===== src/rtl/hazard_ctrl_if.sv =====
// Hazard controller bus: decode-stage instruction and branch status in,
// stall/flush/forwarding controls and performance counters out.
interface hazard_ctrl_if #(
   parameter int CNT_W = 32
);
   logic [31:0]      inst_d;
   logic             valid_d;
   logic             br_taken_x;
   logic             stall_f;
   logic             stall_d;
   logic             flush_f;
   logic             flush_d;
   logic [1:0]       fwd_a;
   logic [1:0]       fwd_b;
   logic [CNT_W-1:0] stall_cnt;
   logic [CNT_W-1:0] flush_cnt;

   modport master (
      output inst_d, valid_d, br_taken_x,
      input  stall_f, stall_d, flush_f, flush_d, fwd_a, fwd_b, stall_cnt, flush_cnt
   );

   modport slave (
      input  inst_d, valid_d, br_taken_x,
      output stall_f, stall_d, flush_f, flush_d, fwd_a, fwd_b, stall_cnt, flush_cnt
   );
endinterface


===== src/rtl/hazard_ctrl.sv =====
// RV32I 5-stage hazard controller: X/M/W destination scoreboard, load-use or
// full-RAW stalling, branch flush, execute-stage forwarding selects.
module hazard_ctrl #(
   parameter int CNT_W  = 32,
   parameter bit FWD_EN = 1'b1
) (
   input logic          clk,
   input logic          rst_n,
   hazard_ctrl_if.slave hz
);
   localparam logic [6:0] OP_LUI   = 7'b0110111;
   localparam logic [6:0] OP_AUIPC = 7'b0010111;
   localparam logic [6:0] OP_JAL   = 7'b1101111;
   localparam logic [6:0] OP_JALR  = 7'b1100111;
   localparam logic [6:0] OP_BCC   = 7'b1100011;
   localparam logic [6:0] OP_LCC   = 7'b0000011;
   localparam logic [6:0] OP_SCC   = 7'b0100011;
   localparam logic [6:0] OP_ICC   = 7'b0010011;
   localparam logic [6:0] OP_RCC   = 7'b0110011;

   typedef struct packed {
      logic [4:0] rd;
      logic       we;
      logic       ld;
      logic [4:0] rs1;
      logic [4:0] rs2;
      logic       use1;
      logic       use2;
   } sb_ent_t;

   function automatic sb_ent_t decode(input logic [31:0] inst);
      sb_ent_t e;
      e     = '0;
      e.rd  = inst[11:7];
      e.rs1 = inst[19:15];
      e.rs2 = inst[24:20];
      case (inst[6:0])
         OP_LUI, OP_AUIPC, OP_JAL: e.we = 1'b1;
         OP_JALR, OP_ICC: begin
            e.we   = 1'b1;
            e.use1 = 1'b1;
         end
         OP_LCC: begin
            e.we   = 1'b1;
            e.use1 = 1'b1;
            e.ld   = 1'b1;
         end
         OP_BCC, OP_SCC: begin
            e.use1 = 1'b1;
            e.use2 = 1'b1;
         end
         OP_RCC: begin
            e.we   = 1'b1;
            e.use1 = 1'b1;
            e.use2 = 1'b1;
         end
         default: ;
      endcase
      // x0 is hardwired, so folding rd!=0 into we keeps every consumer simple
      if (e.rd == 5'd0) e.we = 1'b0;
      return e;
   endfunction

   function automatic logic match(input logic vld, input sb_ent_t s, input sb_ent_t d);
      return vld & s.we & ((d.use1 & (d.rs1 == s.rd)) | (d.use2 & (d.rs2 == s.rd)));
   endfunction

   function automatic logic [1:0] fwd_sel(input logic use_x, input logic [4:0] rs,
                                          input logic vld_m, input sb_ent_t m,
                                          input logic vld_w, input sb_ent_t w);
      // load data is not available until W, so an M-stage load never forwards
      if (use_x && vld_m && m.we && (m.rd == rs) && !m.ld) return 2'b01;
      else if (use_x && vld_w && w.we && (w.rd == rs))     return 2'b10;
      else                                                 return 2'b00;
   endfunction

   function automatic logic [CNT_W-1:0] sat_inc(input logic [CNT_W-1:0] c);
      return (&c) ? c : c + CNT_W'(1);
   endfunction

   sb_ent_t          dec_d;
   sb_ent_t          ent_p0, ent_p1, ent_p2;
   logic             vld_p0, vld_p1, vld_p2;
   logic             hazard, stall, flush_d;
   logic [CNT_W-1:0] stall_cnt_q, flush_cnt_q;
   logic             unused_inst_bits;

   assign unused_inst_bits = ^{hz.inst_d[31:25], hz.inst_d[14:12]};

   // D stage: decode and hazard detection against the in-flight entries
   always_comb begin
      dec_d = decode(hz.inst_d);
      if (FWD_EN) hazard = match(vld_p0, ent_p0, dec_d) & ent_p0.ld;
      else        hazard = match(vld_p0, ent_p0, dec_d) | match(vld_p1, ent_p1, dec_d);
      hazard  = hazard & hz.valid_d;
      stall   = hazard & ~hz.br_taken_x;
      flush_d = hz.br_taken_x | stall;
   end

   assign hz.stall_f   = stall;
   assign hz.stall_d   = stall;
   assign hz.flush_f   = hz.br_taken_x;
   assign hz.flush_d   = flush_d;
   assign hz.fwd_a     = FWD_EN ? fwd_sel(vld_p0 & ent_p0.use1, ent_p0.rs1,
                                          vld_p1, ent_p1, vld_p2, ent_p2) : 2'b00;
   assign hz.fwd_b     = FWD_EN ? fwd_sel(vld_p0 & ent_p0.use2, ent_p0.rs2,
                                          vld_p1, ent_p1, vld_p2, ent_p2) : 2'b00;
   assign hz.stall_cnt = stall_cnt_q;
   assign hz.flush_cnt = flush_cnt_q;

   // X -> M -> W: valid bits and counters carry reset, entry payload does not
   always_ff @(posedge clk) begin
      if (!rst_n) begin
         vld_p0      <= 1'b0;
         vld_p1      <= 1'b0;
         vld_p2      <= 1'b0;
         stall_cnt_q <= '0;
         flush_cnt_q <= '0;
      end else begin
         vld_p0 <= hz.valid_d & ~flush_d;
         vld_p1 <= vld_p0;
         vld_p2 <= vld_p1;
         if (stall)         stall_cnt_q <= sat_inc(stall_cnt_q);
         if (hz.br_taken_x) flush_cnt_q <= sat_inc(flush_cnt_q);
      end
   end

   always_ff @(posedge clk) begin
      ent_p0 <= dec_d;
      ent_p1 <= ent_p0;
      ent_p2 <= ent_p1;
   end
endmodule


===== src/flat_wrapper.sv =====
// flat-port wrapper written by rule: the top's interface ports become plain ports
module hazard_ctrl_flat 
#(
   parameter int CNT_W  = 32,
   parameter bit FWD_EN = 1'b1
)
  (clk, rst_n, hz_inst_d, hz_valid_d, hz_br_taken_x, hz_stall_f, hz_stall_d, hz_flush_f, hz_flush_d, hz_fwd_a, hz_fwd_b, hz_stall_cnt, hz_flush_cnt);
  hazard_ctrl_if #(.CNT_W(CNT_W)) hz_i ();
  input logic clk;
  input logic rst_n;
  input wire logic [$bits(hz_i.inst_d)-1:0] hz_inst_d;
  input wire logic [$bits(hz_i.valid_d)-1:0] hz_valid_d;
  input wire logic [$bits(hz_i.br_taken_x)-1:0] hz_br_taken_x;
  output wire logic [$bits(hz_i.stall_f)-1:0] hz_stall_f;
  output wire logic [$bits(hz_i.stall_d)-1:0] hz_stall_d;
  output wire logic [$bits(hz_i.flush_f)-1:0] hz_flush_f;
  output wire logic [$bits(hz_i.flush_d)-1:0] hz_flush_d;
  output wire logic [$bits(hz_i.fwd_a)-1:0] hz_fwd_a;
  output wire logic [$bits(hz_i.fwd_b)-1:0] hz_fwd_b;
  output wire logic [$bits(hz_i.stall_cnt)-1:0] hz_stall_cnt;
  output wire logic [$bits(hz_i.flush_cnt)-1:0] hz_flush_cnt;
  assign hz_i.inst_d = hz_inst_d;
  assign hz_i.valid_d = hz_valid_d;
  assign hz_i.br_taken_x = hz_br_taken_x;
  assign hz_stall_f = hz_i.stall_f;
  assign hz_stall_d = hz_i.stall_d;
  assign hz_flush_f = hz_i.flush_f;
  assign hz_flush_d = hz_i.flush_d;
  assign hz_fwd_a = hz_i.fwd_a;
  assign hz_fwd_b = hz_i.fwd_b;
  assign hz_stall_cnt = hz_i.stall_cnt;
  assign hz_flush_cnt = hz_i.flush_cnt;
  hazard_ctrl #(.CNT_W(CNT_W), .FWD_EN(FWD_EN)) u_core (.clk(clk), .rst_n(rst_n), .hz(hz_i));
endmodule

===== config.mk =====
export PLATFORM = sky130hd
export DESIGN_NAME = hazard_ctrl_flat
export DESIGN_NICKNAME = d
export VERILOG_FILES = /design/src/rtl/hazard_ctrl_if.sv /design/src/rtl/hazard_ctrl.sv /design/src/flat_wrapper.sv
export SDC_FILE = /design/constraint.sdc
export NUM_CORES = 1
export LEC_CHECK = 0
export CORE_MARGIN = 4
export CORE_UTILIZATION = 50
export CTS_CLUSTER_DIAMETER = 50
export DETAILED_ROUTE_END_ITERATION = 8
export GPL_TIMING_DRIVEN = 0
export PLACE_DENSITY = 0.92
export SLEW_MARGIN = 20
export SYNTH_ARGS = -nofsm -noshare
export SYNTH_HDL_FRONTEND = slang
export SYNTH_SLANG_ARGS = --single-unit

===== constraint.sdc =====
create_clock -name clk -period 3.1 [get_ports clk]
set_input_delay 0.31 -clock clk [delete_from_list [all_inputs] [get_ports clk]]
set_output_delay 0.31 -clock clk [all_outputs]
set_load 0.01 [all_outputs]

**Run 1: clock distribution**

Bar = 20 um.
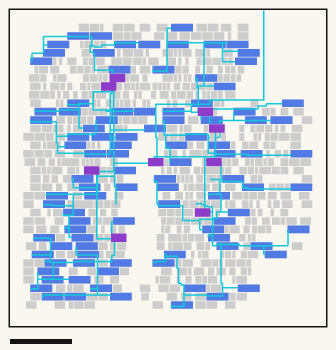
Key: blue = flip-flops [count 99]; cyan = clock wires [length 1130 um]; purple = clock drivers [count 9]
Position of the flops: widely spread.

**Run 1: placement view**

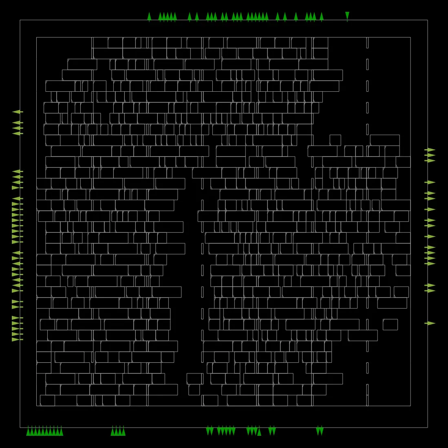
utilization after layout: 66.5%
tap cells: 108

**Run 1: M3 wires**

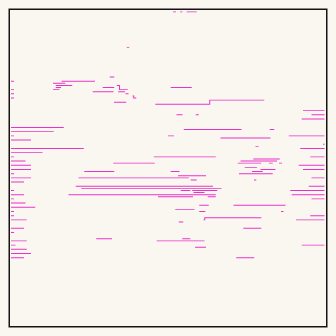
The layer carries 783 um of wire. The layer holds 6.6% of the routed length. The longest straight run is 47.4 um. 91 nets have wire on it. The wires run mostly horizontal.
global routing usage on met3: 3.62%
vias post-DR: 4193
wirelength, routed: 11.8 mm

==> impl_report.txt, run 1 <==
PHYSICAL IMPLEMENTATION REPORT
----------------------------------------------------
[Routing]
  Number of optimization iterations in the first detailed-route pass ........................ 5
  Routed length on met3 ........................ a little under 800 um
  Post-detailed-route wirelength per cell ........................ around 16 um

[Final layout]
  Multi-input logic area ........................ 0.00237 mm^2
  Number of clock buffers in the layout ........................ 9
  Cell group occupying the most layout area ........................ multi-input combinational cells
  Filler Cell Count ........................ roughly 700
  Layout Cell Area excl Fill ........................ about 0.0058 mm^2

[Timing]
  Final clock period utilization by the worst path ........................ between 90% and 100%
  Finish-stage setup viols ........................ 0
  Fmax ........................ approximately 0.33 GHz

[Logic synthesis]
  Synth Area in Adders ........................ less than 1%
  Chip area line of the yosys report ........................ between 0.004 and 0.005 mm^2
  Area fraction in and, or, nand and nor cells after synthesis ........................ between 20 and 30%
  Compound Share, Synth ........................ a little under a tenth
  Post-synth tally of flip-flops with integrated enable ........................ 0
  Cell area leaders ........................ dfxtp_1, xor2_1, nand2_1
  Fraction of synthesized cell area taken by the top area cell type ........................ approximately 45%
  Number of storage elements in the synthesis netlist ........................ 99
  Synthesis warning total ........................ 0
  Unique cell type count in the Yosys netlist ........................ between 40 and 50
  Mean Syn Cell Area ........................ roughly 9 um^2

[Worst setup path]
  Worst flop-to-flop path endpoint ........................ u_core.hz.stall_cnt[6]$_SDFFE_PN0P_
  Depth of the worst register-to-register path ........................ 10
  Slowest stage cell on the critical path ........................ clkdlybuf4s50_1

[Placed design]
  Standard cell area after detailed placement ........................ between 0.005 and 0.006 mm^2
  Port-buffer cells ........................ around 97
  Post-detail-place hpwl ........................ between 8 and 9 mm
  GP Congestion ........................ approximately 0.87

[Global routing]
  Global Route met1 Usage ........................ between 20% and 30%
  M2 GR Usage ........................ around two fifths
  Wire length of the first global-routing pass ........................ around 19 mm

[Hold path]
  Hold path start ........................ u_core.ent_p0[12]$_DFF_P_

[Status]
  Run status ........................ complete, no violations

[Floorplan]
  Effective utilization at floorplan ........................ between 50% and 60%
  Number of primary I/O pins ........................ 108

[Clock tree]
  Total clock buffers created by CTS ........................ 9

[Power and ir drop]
  P_seq ........................ 0.00132 W
  Largest voltage drop on the vdd net ........................ 0.000239 V

----------------------------------------------------
==> run 1 -> run 2 <==
CORE_ASPECT_RATIO = 0.5   (was unset)
CTS_BUF_LIST = sky130_fd_sc_hd__clkbuf_16   (was unset)
**Run 2: M3 wires**

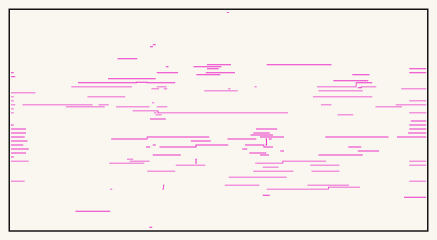
The layer holds 7.2% of the routed length. 91 nets have wire on it. The longest straight run is 43.9 um.
vias post-DR: 4219
wirelength, routed: 12.6 mm
global routing usage on met3: 4.89%

**Run 2: clock distribution**

Bar = 50 um.
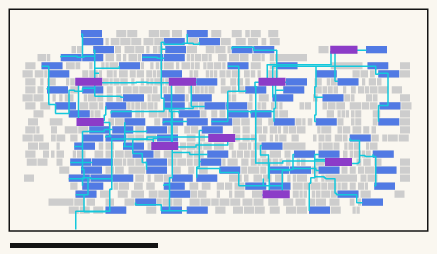
Key: blue = flip-flops [count 99]; purple = clock drivers [count 9]; cyan = clock wires [length 1110 um]
There are 10 routed clock nets.
Clk. pwr: 0.00125 W
final setup skew: 0.00476 ns
Clock Power Share: 46.2%

==> run 2 against run 1 <==
Compared with the run above: largest power group unchanged; final cell count is 0.28% higher; core utilization up 4.8 points; critical path type unchanged; highest routed layer unchanged; first-iteration DRC count rose to 3.0 times the previous value; die area is 0.87% higher; hold slack gained 0.0048 ns; worst setup slack worse by 0.019 ns; final area is 2.8% higher.
==> impl_report.txt, run 2 <==
PHYSICAL IMPLEMENTATION REPORT
----------------------------------------------------
[Final layout]
  Layout Cell Area excl Fill ........................ 0.00593 mm^2 (+2.8%)
  Number of clock buffers in the layout ........................ 9 (unchanged)
  Utilization after layout ........................ 71.3% (+4.8 points)
  Cell group occupying the most layout area ........................ multi-input combinational cells
  Filler Cell Count ........................ 619 (-11%)

[Routing]
  Number of optimization iterations in the first detailed-route pass ........................ 7 (+2)
  Routed length on met3 ........................ 914 um (+17%)
  Post-detailed-route wirelength per cell ........................ 17.6 um (+7.0%)

[Clock tree]
  Total clock buffers created by CTS ........................ 9 (unchanged)

[Worst setup path]
  Worst flop-to-flop path endpoint ........................ u_core.hz.stall_cnt[6]$_SDFFE_PN0P_
  Depth of the worst register-to-register path ........................ 10 (unchanged)

[Logic synthesis]
  Post-synth tally of flip-flops with integrated enable ........................ 0 (unchanged)
  Compound Share, Synth ........................ 9.15% (unchanged)
  Unique cell type count in the Yosys netlist ........................ 46 (unchanged)
  Number of storage elements in the synthesis netlist ........................ 99 (unchanged)
  Area fraction in and, or, nand and nor cells after synthesis ........................ 29.6% (unchanged)
  Cell area leaders ........................ dfxtp_1, xor2_1, nand2_1
  Chip area line of the yosys report ........................ 0.00444 mm^2 (unchanged)

[Timing]
  Finish-stage setup viols ........................ 0 (unchanged)
  Final clock period utilization by the worst path ........................ 97.5% (+0.61 points)

[Floorplan]
  Tap cells ........................ 112 (+3.7%)
  Number of primary I/O pins ........................ 108 (unchanged)
  Effective utilization at floorplan ........................ 53.4% (+2.2 points)

[Global routing]
  M2 GR Usage ........................ 40.6% (+2.0 points)
  Global Route met1 Usage ........................ 29.6% (+3.2 points)

[Status]
  Run status ........................ complete, no violations

[Power and ir drop]
  P_seq ........................ 0.00132 W (about the same)
  Largest voltage drop on the vdd net ........................ 0.000299 V (+25%)

[Placed design]
  Port-buffer cells ........................ 97 (unchanged)
  GP Congestion ........................ 0.935 (+7.8%)
  Standard cell area after detailed placement ........................ 0.00555 mm^2 (about the same)

----------------------------------------------------
**Run 2: placement density heat map**

The die is cut into 14 by 7 equal tiles; white is low, dark blue is high, 0 to 100% covered.
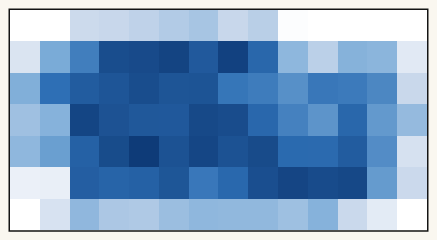
The emptiest ninth of the die: north-east. 39% of the tiles are over 75% full. The densest ninth of the die: centre.

==> run 2 -> run 3 <==
ABC_CLOCK_PERIOD_IN_PS = 3100   (was unset)
**Run 3: placement density heat map**

The die is cut into 14 by 7 equal tiles; white is low, dark blue is high, 0 to 100% covered.
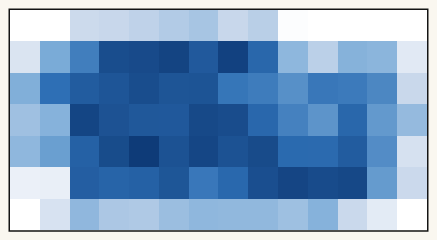
The emptiest ninth of the die: north-east. 9.2% of the tiles are nearly empty. The densest ninth of the die: centre. The fullest tile reaches 96%.
standard cell core area: 0.00832 mm^2
effective utilization at floorplan: 53.4%
utilization after layout: 71.3%

**Run 3: M3 wires**

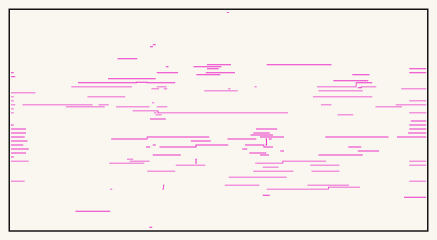
91 nets have wire on it. The wires run mostly horizontal. The longest straight run is 43.9 um. The layer holds 7.2% of the routed length. The layer carries 915 um of wire.

==> run 3 against run 2 <==
Compared with the run above: synthesized area did not move; critical endpoint unchanged; critical path depth is the same; largest power group unchanged; final area did not move; global-route usage is the same; sequential cell count is the same; die area unchanged; via count did not move; clock power about the same; largest cell class unchanged; hold slack is the same.
==> impl_report.txt, run 3 <==
PHYSICAL IMPLEMENTATION REPORT
----------------------------------------------------
[Status]
  Run status ........................ complete, no violations

[Placed design]
  Pre-CTS setup slack ........................ -0.467 ns
  Standard cell area after detailed placement ........................ 0.00555 mm^2 (unchanged)
  Port-buffer cells ........................ 97 (unchanged)
  GP Congestion ........................ 0.935 (unchanged)

[Timing]
  Final clock period utilization by the worst path ........................ 97.5% (unchanged)
  Final setup skew ........................ 0.00476 ns (unchanged)

[Floorplan]
  Number of primary I/O pins ........................ 108 (unchanged)

[Routing]
  Count of routing violations after the opening detailed-route iteration ........................ roughly 420
  Number of optimization iterations in the first detailed-route pass ........................ 7 (unchanged)
  Vias post-DR ........................ 4219 (unchanged)
  Post-detailed-route wirelength per cell ........................ 17.6 um (unchanged)
  Wirelength, routed ........................ 12.6 mm (unchanged)

[Final layout]
  Number of clock buffers in the layout ........................ 9 (unchanged)
  Filler Cell Count ........................ 619 (unchanged)
  Layout Cell Area excl Fill ........................ 0.00593 mm^2 (unchanged)
  Cell group occupying the most layout area ........................ multi-input combinational cells
  Non-filler cells, final ........................ approximately 720

[Logic synthesis]
  Cell total in the yosys stat output ........................ 494
  Compound Share, Synth ........................ 9.15% (unchanged)
  Post-synth tally of flip-flops with integrated enable ........................ 0 (unchanged)
  Unique cell type count in the Yosys netlist ........................ 46 (unchanged)
  Fraction of synthesized cell area taken by the top area cell type ........................ between 40% and 50%
  Number of storage elements in the synthesis netlist ........................ 99 (unchanged)
  Chip area line of the yosys report ........................ 0.00444 mm^2 (unchanged)
  Area fraction in and, or, nand and nor cells after synthesis ........................ 29.6% (unchanged)
  Commonest register cell after synthesis ........................ dfxtp_1

[Global routing]
  M2 GR Usage ........................ 40.6% (unchanged)
  Global Route met1 Usage ........................ 29.6% (unchanged)
  Global routing usage on met3 ........................ 4.89% (unchanged)

[Power and ir drop]
  Largest voltage drop on the vdd net ........................ 0.000299 V (unchanged)
  Clock Power Share ........................ 46.2% (about the same)
  Clk. pwr ........................ 0.00125 W (about the same)
  P_seq ........................ 0.00132 W (about the same)

[Clock tree]
  Total clock buffers created by CTS ........................ 9 (unchanged)

[Worst setup path]
  Worst flop-to-flop path endpoint ........................ u_core.hz.stall_cnt[6]$_SDFFE_PN0P_
  Depth of the worst register-to-register path ........................ 10 (unchanged)

----------------------------------------------------
**Run 3: clock distribution**

Bar = 50 um.
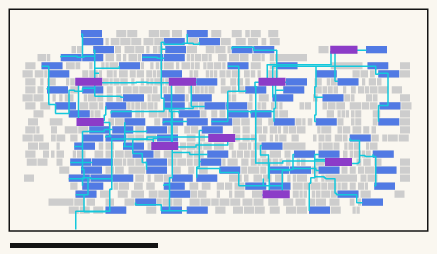
Key: purple = clock drivers [count 9]; cyan = clock wires [length 1110 um]; blue = flip-flops [count 99]
There are 10 routed clock nets.
clk latency late pin: 0.34 ns

Power and IR drop assume default switching activity.
